File: src/rtl/cla_pkg.sv
// Shared types and sizes for the carry lookahead adder BIST slice.
// Holds the engine state enum and the default widths.
package cla_pkg;

  typedef enum logic [1:0] {
    IDLE,
    RUN,
    DRAIN,
    DONE
  } bist_state_t;

  localparam int CLA_WIDTH = 4;
  localparam int ERR_CNT_W = 16;

endpackage

File: src/rtl/cla_bist_if.sv
// Adder operand/result bus between the BIST engine and the adder.
// master: drives A/B/C0, reads S/Cout. slave: the adder side.
interface cla_bist_if #(
  parameter int WIDTH = 4
);

  logic [WIDTH-1:0] A;
  logic [WIDTH-1:0] B;
  logic             C0;
  logic [WIDTH-1:0] S;
  logic             Cout;

  modport master (
    output A, B, C0,
    input  S, Cout
  );

  modport slave (
    input  A, B, C0,
    output S, Cout
  );

endinterface

File: src/rtl/cla_ref_pipe.sv
// LATENCY-deep delay line for {valid, expected sum, vector}.
// Ports: clk, i_clr_n (sync active-low clear of valids), i_* in, o_* out.
module cla_ref_pipe #(
  parameter int WIDTH   = 4,
  parameter int LATENCY = 1
) (
  input  logic             clk,
  input  logic             i_clr_n,
  input  logic             i_valid,
  input  logic [WIDTH:0]   i_exp,
  input  logic [2*WIDTH:0] i_vec,
  output logic             o_valid,
  output logic [WIDTH:0]   o_exp,
  output logic [2*WIDTH:0] o_vec
);

  logic [LATENCY-1:0] r_valid;
  logic [WIDTH:0]     r_exp [LATENCY];
  logic [2*WIDTH:0]   r_vec [LATENCY];

  always_ff @(posedge clk) begin
    if (!i_clr_n) begin
      r_valid <= '0;
    end else begin
      r_valid[0] <= i_valid;
      for (int i = 1; i < LATENCY; i++) begin
        r_valid[i] <= r_valid[i-1];
      end
    end
  end

  // Payload is only meaningful under its valid bit.
  always_ff @(posedge clk) begin
    r_exp[0] <= i_exp;
    r_vec[0] <= i_vec;
    for (int i = 1; i < LATENCY; i++) begin
      r_exp[i] <= r_exp[i-1];
      r_vec[i] <= r_vec[i-1];
    end
  end

  assign o_valid = r_valid[LATENCY-1];
  assign o_exp   = r_exp[LATENCY-1];
  assign o_vec   = r_vec[LATENCY-1];

endmodule

File: src/rtl/cla_bist.sv
// BIST engine: sweeps all {A,B,C0} into the adder and checks {Cout,S}.
// Ports: clk, reset (sync low), start, bus (adder), busy/done/pass,
// err_count (saturating), first_fail (first bad {A,B,C0}).
module cla_bist
  import cla_pkg::*;
#(
  parameter int WIDTH   = CLA_WIDTH,
  parameter int LATENCY = 1
) (
  input  logic                 clk,
  input  logic                 reset,
  input  logic                 start,
  cla_bist_if.master           bus,
  output logic                 busy,
  output logic                 done,
  output logic                 pass,
  output logic [ERR_CNT_W-1:0] err_count,
  output logic [2*WIDTH:0]     first_fail
);

  localparam int VW = 2*WIDTH+1;
  localparam int DW = (LATENCY > 1) ? $clog2(LATENCY) : 1;
  localparam logic [VW-1:0] VEC_LAST = '1;
  localparam logic [DW-1:0] DRAIN_LAST = DW'(LATENCY-1);

  bist_state_t r_state;
  bist_state_t w_next;

  logic [VW-1:0]        r_vec;
  logic [DW-1:0]        r_drain;
  logic [ERR_CNT_W-1:0] r_err;
  logic [VW-1:0]        r_ff;

  logic [WIDTH-1:0] w_a;
  logic [WIDTH-1:0] w_b;
  logic             w_c0;
  logic [WIDTH:0]   w_exp;
  logic             w_start_run;
  logic             w_clr_n;
  logic             w_pv;
  logic [WIDTH:0]   w_pexp;
  logic [VW-1:0]    w_pvec;
  logic             w_mis;

  assign w_a  = r_vec[VW-1:WIDTH+1];
  assign w_b  = r_vec[WIDTH:1];
  assign w_c0 = r_vec[0];

  // Full WIDTH+1 result so the carry is checked too.
  assign w_exp = {1'b0, w_a} + {1'b0, w_b}
               + {{WIDTH{1'b0}}, w_c0};

  assign w_start_run = start
    && (r_state == IDLE || r_state == DONE);

  // A new run flushes whatever the delay line holds.
  assign w_clr_n = reset && !w_start_run;

  cla_ref_pipe #(
    .WIDTH   (WIDTH),
    .LATENCY (LATENCY)
  ) u_pipe (
    .clk     (clk),
    .i_clr_n (w_clr_n),
    .i_valid (r_state == RUN),
    .i_exp   (w_exp),
    .i_vec   (r_vec),
    .o_valid (w_pv),
    .o_exp   (w_pexp),
    .o_vec   (w_pvec)
  );

  assign w_mis = w_pv && (w_pexp != {bus.Cout, bus.S});

  always_comb begin
    w_next = r_state;
    unique case (1'b1)
      (r_state == IDLE):
        if (start) w_next = RUN;
      (r_state == RUN):
        if (r_vec == VEC_LAST) w_next = DRAIN;
      (r_state == DRAIN):
        if (r_drain == DRAIN_LAST) w_next = DONE;
      (r_state == DONE):
        if (start) w_next = RUN;
      default:
        w_next = IDLE;
    endcase
  end

  always_ff @(posedge clk) begin
    if (!reset) begin
      r_state <= IDLE;
      r_vec   <= '0;
      r_drain <= '0;
      r_err   <= '0;
      r_ff    <= '0;
    end else begin
      r_state <= w_next;
      if (w_start_run) begin
        r_vec   <= '0;
        r_drain <= '0;
        r_err   <= '0;
        r_ff    <= '0;
      end else begin
        if (r_state == RUN && r_vec != VEC_LAST) begin
          r_vec <= r_vec + 1'b1;
        end
        if (r_state == DRAIN) begin
          r_drain <= r_drain + 1'b1;
        end
        if (w_mis) begin
          if (r_err != '1) r_err <= r_err + 1'b1;
          // Zero count means no error yet this run.
          if (r_err == '0) r_ff <= w_pvec;
        end
      end
    end
  end

  assign bus.A  = w_a;
  assign bus.B  = w_b;
  assign bus.C0 = w_c0;

  assign busy       = (r_state == RUN) || (r_state == DRAIN);
  assign done       = (r_state == DONE);
  assign pass       = done && (r_err == '0);
  assign err_count  = r_err;
  assign first_fail = r_ff;

endmodule

File: src/flat_wrapper.sv
// flat-port wrapper written by rule: the top's interface ports become plain ports
module cla_bist_flat import cla_pkg::*;
#(
  parameter int WIDTH   = CLA_WIDTH,
  parameter int LATENCY = 1
)
  (clk, reset, start, busy, done, pass, err_count, first_fail, bus_A, bus_B, bus_C0, bus_S, bus_Cout);
  cla_bist_if #(.WIDTH(WIDTH)) bus_i ();
  input  logic clk;
  input  logic reset;
  input  logic start;
  output logic busy;
  output logic done;
  output logic pass;
  output logic [ERR_CNT_W-1:0] err_count;
  output logic [2*WIDTH:0] first_fail;
  output wire logic [$bits(bus_i.A)-1:0] bus_A;
  output wire logic [$bits(bus_i.B)-1:0] bus_B;
  output wire logic [$bits(bus_i.C0)-1:0] bus_C0;
  input wire logic [$bits(bus_i.S)-1:0] bus_S;
  input wire logic [$bits(bus_i.Cout)-1:0] bus_Cout;
  assign bus_A = bus_i.A;
  assign bus_B = bus_i.B;
  assign bus_C0 = bus_i.C0;
  assign bus_i.S = bus_S;
  assign bus_i.Cout = bus_Cout;
  cla_bist #(.WIDTH(WIDTH), .LATENCY(LATENCY)) u_core (.clk(clk), .reset(reset), .start(start), .bus(bus_i), .busy(busy), .done(done), .pass(pass), .err_count(err_count), .first_fail(first_fail));
endmodule
File: config.mk
export PLATFORM = sky130hd
export DESIGN_NAME = cla_bist_flat
export DESIGN_NICKNAME = d
export VERILOG_FILES = /design/src/rtl/cla_pkg.sv /design/src/rtl/cla_bist_if.sv /design/src/rtl/cla_ref_pipe.sv /design/src/rtl/cla_bist.sv /design/src/flat_wrapper.sv
export SDC_FILE = /design/constraint.sdc
export NUM_CORES = 1
export LEC_CHECK = 0
export CORE_MARGIN = 2
export CORE_UTILIZATION = 50
export CTS_BUF_LIST = sky130_fd_sc_hd__clkbuf_16
export CTS_CLUSTER_SIZE = 12
export DETAILED_ROUTE_END_ITERATION = 7
export PLACE_DENSITY_LB_ADDON = 0.05
export SKIP_CTS_REPAIR_TIMING = 1
export SKIP_LAST_GASP = 1
export SYNTH_ARGS = -nofsm -noshare
export SYNTH_HDL_FRONTEND = slang
export SYNTH_SLANG_ARGS = --single-unit
File: constraint.sdc
create_clock -name clk -period 3.7 [get_ports clk]
set_input_delay 0.74 -clock clk [delete_from_list [all_inputs] [get_ports clk]]
set_output_delay 0.74 -clock clk [all_outputs]
set_load 0.02 [all_outputs]
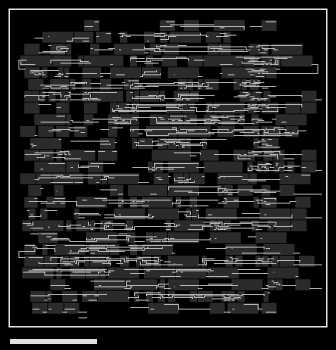
*M1 wires*
The bar under the picture is 20 um long. Cells faint in the background.
wire length on this layer: 2380 um
longest straight run: 21.6 um
share of all routed wire: 51%
nets with wire on the layer: 280

==> impl_metrics.json <==
{
  "status": "finished, final reports clean",
  "start_kind": "flip-flop",
  "final-setup-viol-count": 0,
  "ys_seq_share_pct": 43.8,
  "worstPathArrival_ps": 2110,
  "maxCapViolCount": 0,
  "fp-utilization_pct": 51.0,
  "grt_use_total_pct": 19.0,
  "pwr-share-comb_pct": 21.6,
  "rsz0062_at_grt": "no",
  "die_x_um": 73.0,
  "die_h_um": 73.0,
  "cts_tree": "yes",
  "warnings": 30,
  "tightest_slew_ps": 760,
  "synthArstFlopShare_pct": 0,
  "antenna-diode-count": 0,
  "finalMaxSlewViolations": 0,
  "powerDensity_mw_per_mm2": 465,
  "drc": 0,
  "vias_per_cell": 5.30,
  "place_ws_ps": 1160,
  "clockPowerShare_pct": 33.4,
  "grt_max_degree": 31,
  "hold_violations": 0,
  "avgSynthCellArea_sq_um": 9.36,
  "path_class": "reg2out",
  "placed_area_sq_mm": 0.00283,
  "setup_ws_ps": 849,
  "wl_per_cell_um": 13.3,
  "dp_hpwl_um": 3290,
  "internal_power_uw": 963,
  "synth_area_sq_mm": 0.00238,
  "io_buffer_count": 44,
  "hold_ws_ps": 431,
  "ir_drop_mv": 0.404,
  "finalInstanceArea_sq_mm": 0.00298,
  "cts.sinks": 52,
  "netSwitchingFraction_pct": 30.5,
  "min_period_over_period_pct": 77.0,
  "std_cell_rows": 25,
  "postRouteAntennaNets": 0,
  "clkTransAtPathRegs_ps": 70,
  "drt_iter0_markers": 146,
  "clock.latency.late_pin_ps": 290,
  "place_congestion": 0.772,
  "hold_path.class": "reg2reg",
  "leakage_uw": 0.00105,
  "slew_headroom_pct": 49.2,
  "overflow": 0,
  "fmax_mhz": 351,
  "drive_above_1_share_pct": 7.07,
  "synth_area_leader_cell": "dfxtp_1",
  "synth_flop_count": 52,
  "pwr-share-seq_pct": 45.0,
  "period_minus_slack_ps": 2850,
  "edf_count": 0,
  "grt_pass1_wl_um": 7940,
  "fin_setup_tns_ps": 0,
  "yosysChipArea_sq_mm": 0.00238,
  "coreArea_sq_mm": 0.00466,
  "yosysTopAreaCellShare_pct": 43.8,
  "synthesis.nets": 275,
  "finalNetCount": 317,
  "area_growth_pct": 25.4,
  "antenna_found_initial": 0,
  "crit_path_end_kind": "output port",
  "synth_cell_types": 46,
  "die_area_sq_mm": 0.00532,
  "grt_pass1_vias": 1699,
  "cts_made_buffers": 5,
  "skew_ps": 5.88,
  "switchingPower_uw": 423,
  "root_buffer": "clkbuf_16",
  "pin_count": 45,
  "required_ps": 2960,
  "postSynthCellCount": 254,
  "htree_levels": 2,
  "clk_path_buf_depth": 2,
  "utilization_pct": 63.9,
  "yosysCellCount": 254,
  "ys_warn_count": 0
}
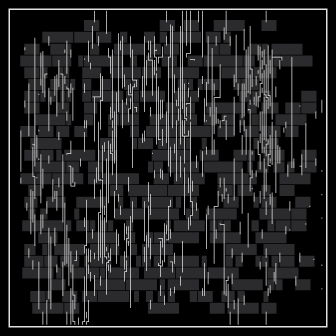
*The metal 2 layer*
Cells faint in the background.
wire length on this layer: 2060 um
main direction: vertical
post-detailed-routing wire length: 4670 um
global-route track usage on met2: 29.0%
via count: 1860

==> per-stage QoR <==
stage          total power [uW]  cells
2_1_floorplan               851    254
3_3_place_gp                938    343
3_5_place_dp                939    343
4_1_cts                    1400    351
5_1_grt                    1460    351
6_report                   1390    351
==> registers in the layout, indices dropped and copies added (netlist names) <==
name / flops
u_core.err_count: 16
u_core.first_fail: 9
u_core.r_vec: 9
u_core.u_pipe.r_vec: 9
u_core.u_pipe.r_exp: 5
u_core.r_state: 2
u_core.r_drain: 1
u_core.u_pipe.o_valid: 1
==> power by group through the flow <==
stage	clock network (uW)	registers, uW	logic, uW
6_report	462	624	299
5_1_grt	498	629	335
4_1_cts	474	625	303
3_5_place_dp	0	637	302
3_3_place_gp	0	637	301
2_1_floorplan	0	639	212
==> synth_stat cells (2+ instances only) <==
master    number
nand2b_1       6
and3_1         2
nor2_1        13
nand3_2        2
a21oi_1       12
nor2b_1        2
o21ai_1       12
dfxtp_1       52
or3_1          2
buf_6          3
xnor2_1       11
nand4_1        5
nand3_1       17
and2_1         2
nor4b_1        2
buf_2          3
xor2_1         2
o211a_1        2
mux2i_1        7
ha_1          11
clkbuf_1       5
inv_1         10
o31ai_1        6
fa_1           2
or4_1          6
nor4_1         5
nand2_1       29
o41ai_1        2
o21ai_0        4
==> kinds of logic after synthesis <==
group | share of synthesized area, %
buf+inv | 4.42
simple gates | 25.0
compound gates | 11.6
fa+ha+maj | 7.47
flops | 43.8
xor+xnor | 4.79
mux | 2.95
==> layer usage <==
metal  vias up  global-route usage (%)  wire length (um)
li1        987                       -                 -
met1       833                    27.0              2380
met2        36                    29.0              2060
met3         4                    4.70               180
met4         0                    4.94                50
met5         -                       0                 0
==> placed cells by master, fill, tap and decap left out, types with 4 or more instances in the layout <==
cell type,instances
mux2i_1,7
o21ai_0,4
ha_1,11
nor4_1,5
nand2b_1,6
xnor2_1,11
o31ai_1,6
o21ai_1,12
nand3_1,17
clkbuf_16,5
dfxtp_1,52
inv_1,10
nor2_1,13
clkdlybuf4s50_1,44
a21oi_1,12
or4_1,6
nand2_1,29
nand4_1,5
==> final timing paths <==
path	from	endpoint	slack, ps	cells past startpoint
setup / recovery	u_core.err_count[0]	pass	850	6
setup reg to reg	u_core.r_vec[0]	u_core.r_vec[7]	1300	8
hold / removal	u_core.r_vec[6]	u_core.u_pipe.r_vec[0][6]	430	0
hold reg to reg	u_core.r_vec[6]	u_core.u_pipe.r_vec[0][6]	430	0
==> layout make-up <==
class	instances	area (sq um)
clock inverter	3	22.5
fill	421	1680
multi-input combinational	181	1230
sequential	52	1040
tap	54	67.6
inverter	10	37.5
clock buffer	5	125
timing repair buffer	46	455
==> worst max-delay path: stages (launching register included) <==
cell	delay (ps)
dfxtp_1	360
inv_1	100
ha_1	140
nor4b_1	210
and4_1	290
and2_1	140
clkdlybuf4s50_1	590
Power and IR drop assume default switching activity.
